==> config.mk <==
export PLATFORM = sky130hd
export DESIGN_NAME = dmem_arbiter
export DESIGN_NICKNAME = d
export VERILOG_FILES = /design/src/rtl/dmem_arbiter.sv
export SDC_FILE = /design/constraint.sdc
export NUM_CORES = 1
export LEC_CHECK = 0
export ABC_CLOCK_PERIOD_IN_PS = 4550
export CORE_UTILIZATION = 35
export CTS_CLUSTER_DIAMETER = 30
export CTS_CLUSTER_SIZE = 14
export DETAILED_ROUTE_END_ITERATION = 16
export PLACE_DENSITY = 0.77
export SYNTH_ARGS = -nofsm -noshare
export SYNTH_HDL_FRONTEND = slang
export SYNTH_SLANG_ARGS = --single-unit
==> constraint.sdc <==
create_clock -name clk -period 4.55 [get_ports clk]
set_input_delay 1.1375 -clock clk [delete_from_list [all_inputs] [get_ports clk]]
set_output_delay 1.1375 -clock clk [all_outputs]
set_load 0.05 [all_outputs]
==> run_1/m1.png <==
The bar under the picture is 20 um long. Supply wires on this layer in grey.
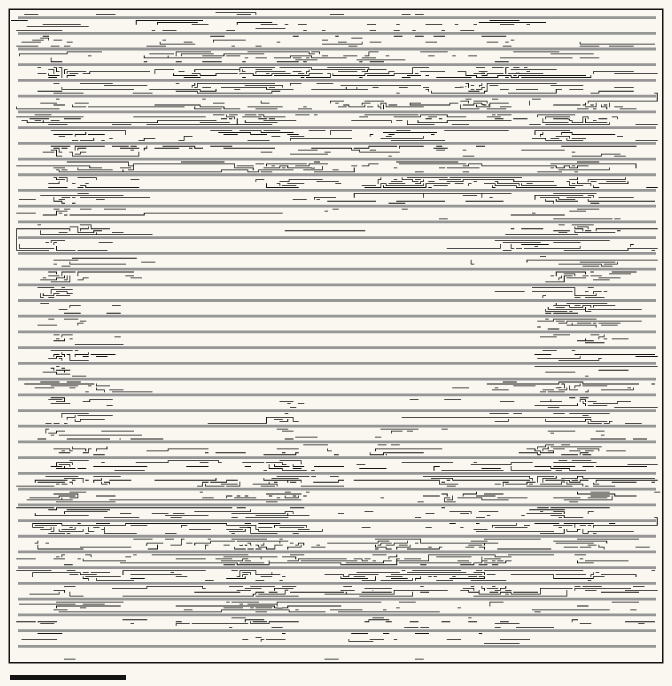
The layer carries 5610 um of wire. The longest straight run is 33.1 um.
Vias: 4517
total wire length: 14840 um

==> run_1/m2.png <==
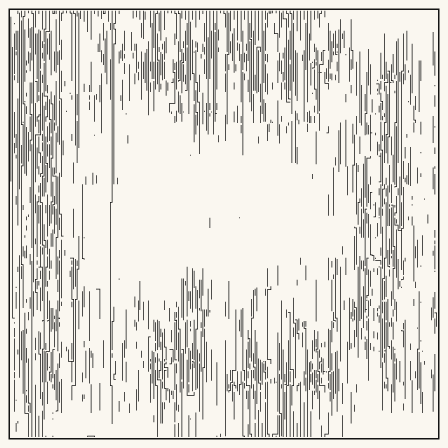
The wires run mostly vertical. 682 nets have wire on it. The longest straight run is 71.4 um.
GR Util met2: 0.4185

==> run_1/clock_nets.png <==
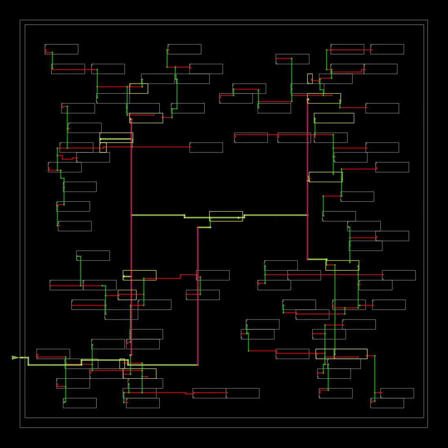
clkbuf count: 14
flip-flops: 81

==> GITHUB_STEP_SUMMARY, run 1 <==
## Implementation flow summary

| Metric | Value |
|---|---|
| Crit path DRT | `3410 ps` |
| Core Region | `0.01201 sq mm` |
| Worst Hold Class | `reg2reg` |
| Routing usage on met1 | `0.2472` |
| PnR worst setup slack | `481.5 ps` |
| RSZ-0062 raised after global routing | `no` |
| Chip Area, Yosys | `0.004299 sq mm` |
| Yosys Instances | `481` |
| Post-Syn Area | `0.004299 sq mm` |
| Later-pin clock latency in the skew report | `330 ps` |
| Die width | `112.8 um` |
| XOR-XNOR Cells, Area Fraction | `0.002037` |
| Die Height | `112.8 um` |
| Async SR Flop Fraction | `1.000` |
| Final Skew | `4.311 ps` |
| First-pass GRT wire length | `23090 um` |
| Area delta synth->final | `51.51%` |
| Largest net degree at the start of global routing | `82` |
| VDD IR max | `0.4354 mV` |
| GR Overflow Total | `0` |
| Fa+ha+maj area frac | `0.01164` |
| Final Hold Fails | `0` |
| Clock transition at path regs | `60 ps` |
| Post-cts sizing count | `0` |
| Ao+oa area frac | `0.2142` |
| Final #Nets | `797` |
| Post-CTS setup buffers | `0` |
| Post-CTS Hold Buffers | `0` |
| IO Port Bufs | `205` |
| Antenna diodes | `0` |
| Setup Viol. Count Final | `0` |
| Outcome | `finished clean` |
| Grt met3 use | `0.06052` |
| Mapped Avg Cell Area | `8.938 sq um` |
| Placed Cells | `761` |
| Clk root buf | `clkbuf_16` |
| Place WS | `518.4 ps` |
| Setup_tns | `0 ps` |
| RePlAce Congestion | `0.9170` |
| Simple Share, Synth | `0.1848` |
| TritonCTS Sinks | `81` |
| Post-synth cell types | `37` |
| Worst Max-Slew Pin Slew | `1062 ps` |
| Critical Path Fanout Max | `9` |
| Dpl cell area | `0.006205 sq mm` |
| Max Clk Rate | `0.2458 GHz` |
| Seq/Total Area, Yosys | `0.4718` |
| Cycle use final | `0.8942` |
| Power Dens Cells | `788.8 mW/mm^2` |
| Yosys warning count | `0` |
| Top logic family | `AND-OR/OR-AND gates` |
| R2R depth | `7` |
| Slew Limit Fails | `0` |
| GRT Util Overall | `0.2331` |
| Num CTS Buffers | `9` |
| Antenna violations before repair | `0` |
| Max cap viols | `0` |
| Cell count after synthesis | `481` |
| Routed Antenna Nets | `0` |
| Layout cells sized above 1 | `0.07619` |
| WL/cell | `19.10 um` |
| Synthesized flop and latch total | `81` |
| Startpoint types | `primary input` |
| Drt pass-1 iters | `6` |
| Worst hold slack | `347.4 ps` |
| Post-DP HPWL | `10010 um` |
| Chip area | `0.01273 sq mm` |
| Layer with the highest usage | `met2` |
| Post-route cell area | `0.006514 sq mm` |
| H-tree levels | `3` |
-- run 1: through the flow --
stage	util	power, mW
2_1_floorplan	-	3.405
3_3_place_gp	0.5166	4.332
3_5_place_dp	0.5166	4.401
4_1_cts	0.5423	5.160
5_1_grt	0.5423	5.396
6_report	0.5423	5.138
-- run 1: worst max-delay path: stages --
cell and delay (ps):
clkdlybuf4s50_1 530, nand3b_1 210, nand4_1 150, nand2_1 110, clkdlybuf4s50_1 800
-- run 1: placed cells by master, fill, tap and decap left out, types with 2 or more instances in the layout --
master	n
a21oi_1	3
a22o_1	2
a31oi_1	54
a31oi_2	10
and2_1	3
and3_1	3
buf_12	2
buf_4	11
clkbuf_1	2
clkbuf_16	9
clkbuf_8	3
clkdlybuf4s50_1	203
dfrtp_1	80
ha_1	4
inv_1	4
nand2_1	6
nand3_1	65
nor2_1	6
nor2b_1	2
nor3_1	64
o21a_2	2
o21ai_0	70
o21ai_4	2
-- run 1: kinds of logic after synthesis --
logic type / after synthesis
muxes: 1
adders and majority gates: 4
buffers and inverters: 87
other: 1
and+or+nand+nor: 157
DFF: 81
AOI/OAI and AO/OA: 149
xor gates and xnor gates: 1
-- run 1: report_power, final --
part           total (mW)  switching, mW  internal, mW
registers            1.26          0.190          1.07
logic                3.13           2.09          1.04
clock network       0.745          0.275         0.470
-- run 1: layer usage --
metal  routed length [um]  part of all wire  vias to the layer above
met5                    0                 0                        -
met4                  507             0.034                        0
met3                 1297             0.087                       40
met2                 7421              0.50                      294
met1                 5612              0.38                     2157
li1                     -                 -                     2026
-- run 1: synthesized netlist by cell type, drive strengths merged (4+ instances only) --
master / n / share of area
dfrtp: 80 / 0.47
o21ai: 72 / 0.084
nand3: 65 / 0.076
a31oi: 64 / 0.11
nor3: 64 / 0.075
buf: 45 / 0.075
clkbuf: 38 / 0.033
nor2: 7 / 0.0061
nand2: 6 / 0.0052
ha: 4 / 0.012
inv: 4 / 0.0035
-- run 1: final cells by class --
class | count | area (sq um) | area share
inverter | 4 | 15.01 | 0.002305
multi-input combinational | 313 | 1823 | 0.2799
clock buffer | 14 | 274.0 | 0.04207
sequential | 81 | 2028 | 0.3114
tap | 147 | 183.9 | 0.02824
clock inverter | 2 | 35.03 | 0.005378
timing repair buffer | 216 | 2155 | 0.3308
==> run_1/m3.png <==
The bar under the picture is 20 um long. Cells faint in the background.
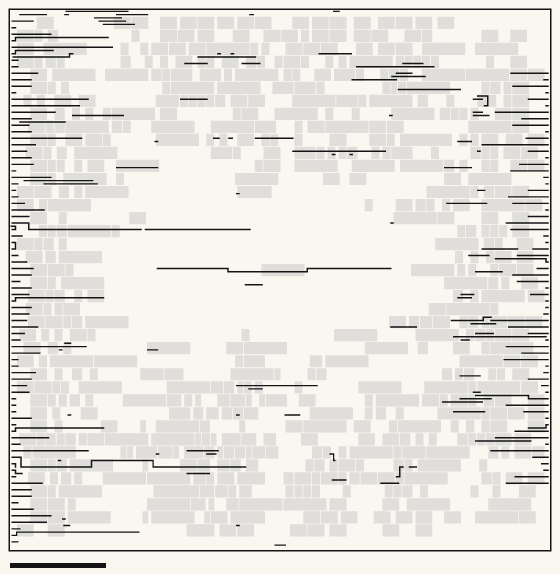

## Run 2: what changed since run 1
--- a/config.mk
+++ b/config.mk
@@ -10,7 +10,7 @@
 export CTS_CLUSTER_DIAMETER = 30
 export CTS_CLUSTER_SIZE = 14
 export DETAILED_ROUTE_END_ITERATION = 16
-export PLACE_DENSITY = 0.77
+export PLACE_DENSITY = 0.84
 export SYNTH_ARGS = -nofsm -noshare
 export SYNTH_HDL_FRONTEND = slang
 export SYNTH_SLANG_ARGS = --single-unit
==> run_2/m3.png <==
The bar under the picture is 20 um long. Cells faint in the background.
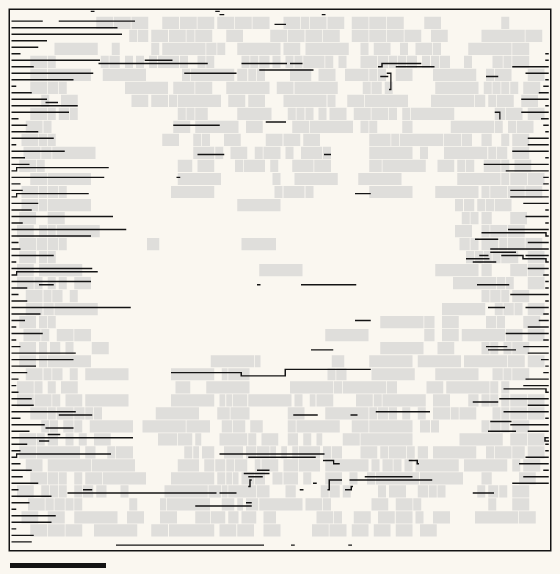
The layer carries 1340 um of wire. The layer holds 9.1% of the routed length. The longest straight run is 30.8 um. The wires run mostly horizontal. 182 nets have wire on it.
total wire length: 14770 um
grt met3 use: 0.05410
Vias: 4461

==> run_2/clock_nets.png <==
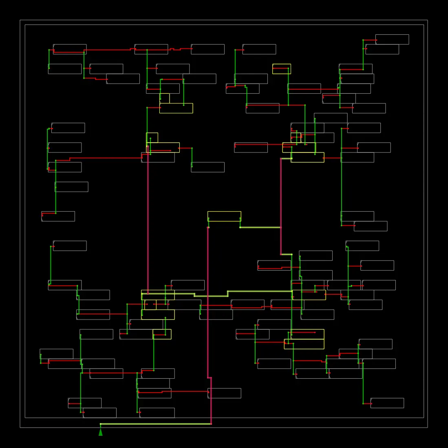
clkbuf count: 11
Final Skew: 8.458 ps
later-pin clock latency in the skew report: 330 ps
clock-net power: 748 uW
TritonCTS Sinks: 81

==> run 2 against run 1 <==
Compared with the run above:
- final area about the same
- critical endpoint unchanged
- die size unchanged
- combinational power about the same
- clock-buffer cell count decreased by 3
- via count decreased by 1.2%
- worst setup slack improved by 13 ps
- flip-flop count unchanged
- area after synthesis unchanged
==> GITHUB_STEP_SUMMARY, run 2 <==
## Implementation flow summary

| Metric | Value |
|---|---|
| Slew Limit Fails | `0 (unchanged)` |
| Outcome | `finished clean` |
| Post-Syn Area | `0.004299 sq mm (unchanged)` |
| RePlAce Congestion | `0.8675 (-5.4%)` |
| Routed Antenna Nets | `0 (unchanged)` |
| Area leader share | `0.4657 (unchanged)` |
| Metal3 WL | `1342 um (+3.5%)` |
| First-pass GRT wire length | `22710 um (-1.6%)` |
| WL met1 | `5462 um (-2.7%)` |
| Async SR Flop Fraction | `1.000 (unchanged)` |
| Layout cells sized above 1 | `0.07790 (+0.001711)` |
| GRT Util Overall | `0.2283 (-0.004819)` |
| Seq/Total Area, Yosys | `0.4718 (unchanged)` |
| VDD IR max | `0.3684 mV (-15%)` |
| Yosys warning count | `0 (unchanged)` |
| Die width | `112.8 um (unchanged)` |
| Chip Area, Yosys | `0.004299 sq mm (unchanged)` |
| Final Hold Fails | `0 (unchanged)` |
| Post-synth cell types | `37 (unchanged)` |
| Critical Path Fanout Max | `9 (unchanged)` |
| PnR worst setup slack | `494.4 ps (+12.91 ps)` |
| R2R depth | `7 (unchanged)` |
| Crit path DRT | `3410 ps (about the same)` |
| Drt pass-1 iters | `5 (-1)` |
| Cell repeated most along the worst path | `clkdlybuf4s50_1` |
| Post-CTS Hold Buffers | `0 (unchanged)` |
| Setup Viol. Count Final | `0 (unchanged)` |
| Area leader, netlist | `dfrtp_1` |
| IO Port Bufs | `205 (unchanged)` |
| Die Height | `112.8 um (unchanged)` |
| Post-DP HPWL | `9971 um (-0.42%)` |
| Placed Cells | `760 (-0.13%)` |
| Worst stage delay on the critical path | `790 ps (about the same)` |
| Setup_tns | `0 ps (unchanged)` |
| Most frequent cell after synthesis | `dfrtp_1` |
| Met2 wire length | `7569 um (+2.0%)` |
| Yosys Instances | `481 (unchanged)` |
| Final #Nets | `796 (-0.13%)` |
| Chip area | `0.01273 sq mm (unchanged)` |
| Synthesized flop and latch total | `81 (unchanged)` |
| GR Overflow Total | `0 (unchanged)` |
| Clock transition at path regs | `60 ps (about the same)` |
| Post-synth top cells | `dfrtp_1, o21ai_0, nand3_1` |
| DR top layer | `met4` |
| RSZ-0062 raised after global routing | `no` |
| Core Region | `0.01201 sq mm (unchanged)` |
| Cycle use final | `0.8913 (-0.002838)` |
==> run 2: final cells by class <==
class / count / area, sq um
sequential: 81 / 2028
fill: 1048 / 5499
clock inverter: 5 / 62.56
clock buffer: 11 / 252.7
multi-input combinational: 313 / 1823
tap: 147 / 183.9
timing repair buffer: 215 / 2147
inverter: 4 / 15.01
==> run 2: stage by stage <==
stage / utilization / cell area (sq um) / power (mW)
after floorplan: - / 4299 / 3.405
after global placement: 0.5159 / 6197 / 4.322
after detailed placement: 0.5159 / 6197 / 4.397
after CTS: 0.5422 / 6513 / 5.163
after global routing: 0.5422 / 6513 / 5.404
final: 0.5422 / 6513 / 5.140
==> run 2: cell families (layout without fill, tap and decap cells) <==
| logic type | Yosys count | count (layout) | synth area share |
|---|---|---|---|
| AND/OR/NAND/NOR | 157 | 157 | 0.1848 |
| AND-OR/OR-AND | 149 | 149 | 0.2142 |
| buffers and inverters | 87 | 235 | 0.1120 |
| flip-flops | 81 | 81 | 0.4718 |
| adder cells (fa/ha/maj) | 4 | 4 | 0.01164 |
| other | 1 | 1 | 0.0008723 |
| XOR/XNOR | 1 | 1 | 0.002038 |
| multiplexers | 1 | 1 | 0.002619 |
==> run 2: critical path, delay by kind of cell <==
family / cells / cell delay [ps]
buffers and inverters: 2 / 1320
AND/OR/NAND/NOR: 3 / 460
==> run 2: power breakdown <==
part           switching (mW)  internal (mW)
Clock                   0.291          0.458
Sequential              0.191           1.07
Combinational            2.09           1.04
Total                    2.57           2.57
==> run 2: layer usage <==
layer / track usage / up-vias
li1: - / 2026
met1: 0.2485 / 2123
met2: 0.4160 / 283
met3: 0.05410 / 29
met4: 0.1111 / 0
met5: 0 / -
Power and IR drop assume default switching activity.
